$ cat config.mk
export PLATFORM = sky130hd
export DESIGN_NAME = hash_msg_feeder
export DESIGN_NICKNAME = d
export VERILOG_FILES = /design/src/rtl/hash_pkg.sv /design/src/rtl/hash_byte_fifo.sv /design/src/rtl/hash_msg_feeder.sv
export SDC_FILE = /design/constraint.sdc
export NUM_CORES = 1
export LEC_CHECK = 0
export ABC_CLOCK_PERIOD_IN_PS = 5000
export CELL_PAD_IN_SITES_DETAIL_PLACEMENT = 1
export CELL_PAD_IN_SITES_GLOBAL_PLACEMENT = 1
export CORE_ASPECT_RATIO = 0.8
export CORE_MARGIN = 4
export CORE_UTILIZATION = 44
export CTS_CLUSTER_SIZE = 40
export DETAILED_ROUTE_END_ITERATION = 6
export HOLD_SLACK_MARGIN = 0.15
export PLACE_DENSITY_LB_ADDON = 0.15
export SETUP_SLACK_MARGIN = 0.2
export SYNTH_ARGS = -nofsm -noshare
export SYNTH_HDL_FRONTEND = slang
export SYNTH_SLANG_ARGS = --single-unit
$ cat constraint.sdc
create_clock -name clk -period 5 [get_ports clk]
set_clock_uncertainty 0.1 [all_clocks]
set_input_delay 0.5 -clock clk [delete_from_list [all_inputs] [get_ports clk]]
set_output_delay 0.5 -clock clk [all_outputs]
set_load 0.05 [all_outputs]
$ cat src/rtl/hash_pkg.sv
// Shared types for the hash control unit and its byte feeder.
package hash_pkg;
    localparam int HASH_BYTE_W = 8;

    typedef logic [HASH_BYTE_W-1:0] byte_t;

    typedef enum logic [1:0] {
        FD_IDLE  = 2'd0,
        FD_FILL  = 2'd1,
        FD_DRAIN = 2'd2,
        FD_EOF   = 2'd3
    } feeder_state_t;
endpackage

$ cat src/rtl/hash_byte_fifo.sv
// Synchronous byte FIFO with wrap-bit pointers and registered head.
module hash_byte_fifo
    import hash_pkg::*;
#(
    parameter int DEPTH = 4,
    parameter int AW    = $clog2(DEPTH)
) (
    input  logic                   clk,
    input  logic                   clr,
    input  logic                   push,
    input  logic                   pop,
    input  logic [HASH_BYTE_W-1:0] din,
    output logic [HASH_BYTE_W-1:0] dout,
    output logic                   full,
    output logic                   empty,
    output logic [AW:0]            count
);
    localparam logic [AW:0] PTR_ONE = 1;

    byte_t       mem_q [DEPTH];
    byte_t       mem_d [DEPTH];
    logic [AW:0] wptr_q, wptr_d;
    logic [AW:0] rptr_q, rptr_d;

    always_comb begin
        mem_d  = mem_q;
        wptr_d = wptr_q;
        rptr_d = rptr_q;
        if (clr) begin
            mem_d  = '{default: '0};
            wptr_d = '0;
            rptr_d = '0;
        end else begin
            if (push) begin
                mem_d[wptr_q[AW-1:0]] = din;
                wptr_d = wptr_q + PTR_ONE;
            end
            if (pop) begin
                rptr_d = rptr_q + PTR_ONE;
            end
        end
    end

    always_ff @(posedge clk) begin
        mem_q  <= mem_d;
        wptr_q <= wptr_d;
        rptr_q <= rptr_d;
    end

    assign dout  = mem_q[rptr_q[AW-1:0]];
    assign empty = (wptr_q == rptr_q);
    assign full  = (wptr_q[AW-1:0] == rptr_q[AW-1:0]) &&
                   (wptr_q[AW] != rptr_q[AW]);
    assign count = wptr_q - rptr_q;
endmodule

$ cat src/rtl/hash_msg_feeder.sv
// Buffers host message bytes for the hash core and flags end of message.
module hash_msg_feeder
    import hash_pkg::*;
#(
    parameter int DEPTH = 4,
    parameter int LEN_W = 16
) (
    input  logic             clk,
    input  logic             rst,
    input  logic             start,
    input  logic             in_valid,
    input  logic [7:0]       in_data,
    input  logic             in_last,
    output logic             in_ready,
    output logic [7:0]       M,
    output logic             F_dr,
    input  logic             F_rtr,
    output logic             End_of_File,
    output logic [LEN_W-1:0] msg_len,
    output logic             err_proto
);
    localparam int AW = $clog2(DEPTH);
    localparam logic [AW:0]      CNT_ONE = 1;
    localparam logic [LEN_W-1:0] LEN_ONE = 1;

    feeder_state_t    state_q, state_d;
    logic [LEN_W-1:0] len_q, len_d;
    logic             err_q, err_d;
    logic             eof_q, eof_d;

    logic        clr, push, pop;
    logic        full, empty;
    logic [AW:0] count;

    hash_byte_fifo #(.DEPTH(DEPTH)) u_fifo (
        .clk  (clk),
        .clr  (clr),
        .push (push),
        .pop  (pop),
        .din  (in_data),
        .dout (M),
        .full (full),
        .empty(empty),
        .count(count)
    );

    assign clr      = rst | start;
    assign in_ready = !full &&
                      (state_q == FD_IDLE || state_q == FD_FILL);
    assign push     = in_valid & in_ready & !clr;
    assign pop      = !empty & F_rtr & !clr;

    always_comb begin
        state_d = state_q;
        len_d   = len_q;
        err_d   = err_q;
        unique case (state_q)
            FD_IDLE: begin
                if (push) state_d = in_last ? FD_DRAIN : FD_FILL;
            end
            FD_FILL: begin
                if (push && in_last) state_d = FD_DRAIN;
            end
            FD_DRAIN: begin
                // Final pop empties the FIFO; EOF follows with F_dr already low
                if (pop && count == CNT_ONE) state_d = FD_EOF;
                if (in_valid) err_d = 1'b1;
            end
            FD_EOF: begin
                if (in_valid) err_d = 1'b1;
            end
        endcase
        if (pop && len_q != '1) len_d = len_q + LEN_ONE;
        if (clr) begin
            state_d = FD_IDLE;
            len_d   = '0;
            err_d   = 1'b0;
        end
        eof_d = (state_d == FD_EOF);
    end

    always_ff @(posedge clk) begin
        state_q <= state_d;
        len_q   <= len_d;
        err_q   <= err_d;
        eof_q   <= eof_d;
    end

    assign F_dr        = !empty;
    assign End_of_File = eof_q;
    assign msg_len     = len_q;
    assign err_proto   = err_q;
endmodule
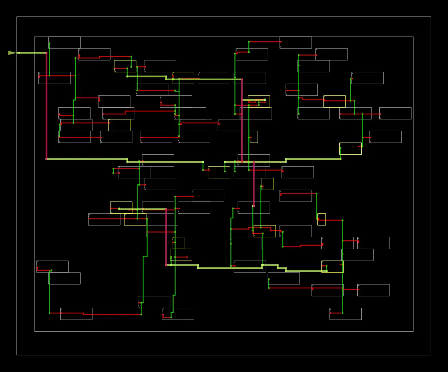
clocks.png
Num Clock Sinks: 58
# clk buffers: 12

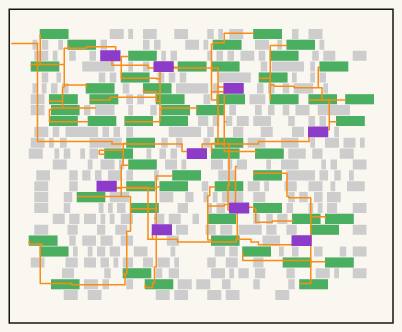
clk_routes.png
(4 px per µm)
[clock wires] orange | length: 828 µm
[flip-flops] green | count: 58
[clock drivers] purple | count: 9
flops lie: widely spread
routed clock nets: 10
clk_lat worst skew: 350 ps
Clk network pwr share: 0.431
clock group power: 412 µW

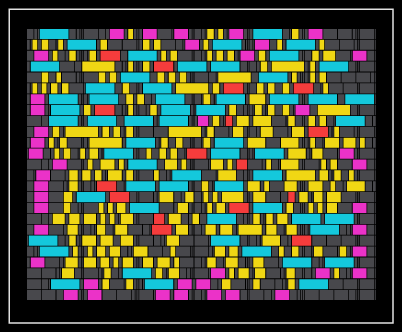
placement_by_type.png
(4 px per µm) Fill, decap, tap and diode cells in grey.
| class | colour | cells |
|---|---|---|
| other buffers and delay cells | magenta | 42 |
| combinational and other logic | yellow | 216 |
| flops | cyan | 58 |
| clock drivers and dummy loads | red | 16 |

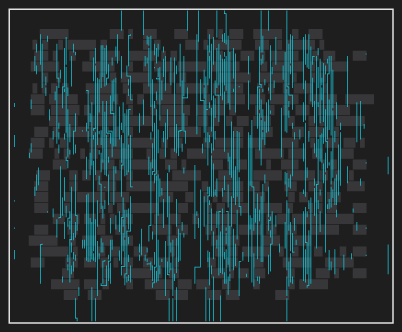
layer_met2.png
(4 px per µm)
share of all routed wire: 46%
main direction: vertical
nets with wire on the layer: 312
wire length on this layer: 3330 µm
via count: 2347
WL final: 7.20 mm
M2 GR Usage: 0.320

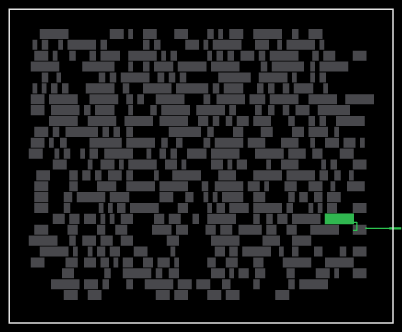
io_fan.png
(4 px per µm)
| port | colour | bits | direction | edge | end cells | buffers | wire |
|---|---|---|---|---|---|---|---|
| End_of_File | green | 1 | output | right | 1 | 1 | 10.3 µm |

==> results_dict.tcl <==
# collected from the flow reports
set metrics [dict create \
    grt_pass1_vias 2396 \
    cts_tree "done" \
    holdPathStages 2 \
    ys_seq_share 0.430 \
    worst_slew_pin_slew_ps 1260 \
    initial_core_util 0.454 \
    avgSynthCellArea_um2 9.25 \
    sw_frac_of_total 0.255 \
    maxSlewViolCount 0 \
    netlist_area_mm2 0.00270 \
    drive_gt1_frac 0.0934 \
    ys_sh_aoi 0.175 \
    crit_fanout 12 \
    cts_setup_buffers 0 \
    lay_top_cells "dfxtp_1, clkdlybuf4s50_1, o21ai_0, nand2_1, nand3_1" \
    dominantRegCellSynth "dfxtp_1" \
    die_x_um 95.6 \
    core_area_mm2 0.00594 \
    areaGrowthSynthToFinish_pct 23.4 \
    async_reset_ff_frac 0 \
    yosysUniqueCellTypes 44 \
    rows 25 \
    grt_pass1_wl_mm 12.1 \
    ys_top_logic_family "simple AND/OR/NAND/NOR gates" \
    clk_pin_slew_ps 70 \
    fp.dieArea_mm2 0.00746 \
    ff2ff_setup_slack_ps 1940 \
    die_h_um 78.1 \
    viasPerCell 5.68 \
    power_frac_comb 0.077 \
    pre_cts_slack_ps 1570 \
    slew_headroom 0.160 \
    hold_path_end "u_fifo.mem_q[5]" \
    switchingPower_uw 244 \
    cts_made_buffers 9 \
    pg_comb_uw 73.5 \
    maxCapViolations 0 \
    hpwl_mm 5.00 \
    edf_count 0 \
    fin_nets 350 \
    cpPeakStageDelay_ps 830 \
    min_period_ps 3150 \
    placed_area_mm2 0.00314 \
    worstPathRequired_ps 4400 \
    portBuffers 41 \
    crit_path_cell_trace "inv_1 -> ha_1 -> a31oi_1 -> clkdlybuf4s50_1" \
    holdWs_ps 364 \
    critPathCaptureType "output port" \
    hold_class "reg -> reg" \
    grt.total_usage 0.211 \
    ys_sh_simple 0.186 \
    power.internal_uw 713 \
    lay_top_count "dfxtp_1" \
    reg2reg_to "u_fifo.mem_q[27]" \
    yosysWarnings 0 \
    stdcell_count 413 \
    synth_cells 292 \
    yosys_area_mm2 0.00270 \
    cp_data_arrival_time_ps 2550 \
    finalSetupViolCount 0 \
    first_iter_violations 68 \
    ys_cells 292 \
    seqPwrFrac 0.492 \
    grt_max_degree 27 \
    p_total_uw 957 \
    status "finished clean" \
    cts_resized 0 \
    first_pass_iters 4 \
    p_seq_uw 471 \
    worstReg2RegStart "u_fifo.rptr_q[1]" \
    openroad.warnings 30 \
    finalHoldViolCount 0 \
    synth_top_cell_by_area "dfxtp_1" \
    topCellsByArea "dfxtp_1, mux4_2, o21ai_0, nand3_1, nand2_1" \
    reg2reg_depth 6 \
    rsz0062_at_grt "false" \
    powerDensity_mw_per_mm2 287 \
    htree_levels 3 \
]
## worst max-delay path by stage
stage,startpoint,to,slack [ps],cells past startpoint
6_report,u_fifo.rptr_q[1],in_ready,1850,4
5_1_grt,start,u_fifo.mem_q[10],1660,5
4_1_cts,u_fifo.rptr_q[1],in_ready,1820,4
3_5_place_dp,start,u_fifo.mem_q[14],1570,5
3_3_place_gp,start,u_fifo.mem_q[11],1680,5
2_1_floorplan,u_fifo.rptr_q[1],in_ready,2400,4
## kinds of logic after synthesis
group,after synthesis
XOR/XNOR,7
adder cells (fa/ha/maj),9
AND-OR/OR-AND,74
buffers and inverters,32
multiplexers,14
flip-flops,58
AND/OR/NAND/NOR,98
## routing by layer
metal	track usage	vias up	share of wire
met5	0	-	0
met4	0.0511	0	0.0092
met3	0.0632	9	0.039
met2	0.320	36	0.46
met1	0.294	1156	0.49
li1	-	1146	-
## Yosys cell counts, types with 6 or more instances
| cell | count |
|---|---|
| ha_1 | 8 |
| a21oi_1 | 11 |
| mux2i_1 | 6 |
| mux4_2 | 8 |
| nor2_1 | 9 |
| clkbuf_1 | 12 |
| nand3_1 | 28 |
| or4_1 | 6 |
| dfxtp_1 | 58 |
| nand2_1 | 31 |
| o21ai_0 | 34 |
| inv_1 | 14 |
## critical path: cells and delay by family (launching register included)
kind,cells,cell delay (ps)
flops,1,740
fa+ha+maj,1,350
compound gates,1,190
buf+inv,2,930
## flip-flops by register name (all words and copies together), names as in the netlist
signal and flops:
u_fifo.mem_q 32, msg_len 16, u_fifo.rptr_q 3, u_fifo.wptr_q 3, state_q 2, End_of_File 1, err_proto 1
## final cells by class
type,instances,area [µm²]
timing repair buffer,42,418
inverter,14,52.6
tap,81,101
sequential,58,1160
clock inverter,4,25.0
fill,684,2610
multi-input combinational,202,1410
clock buffer,12,165
Power is estimated from default activity; no workload was simulated.
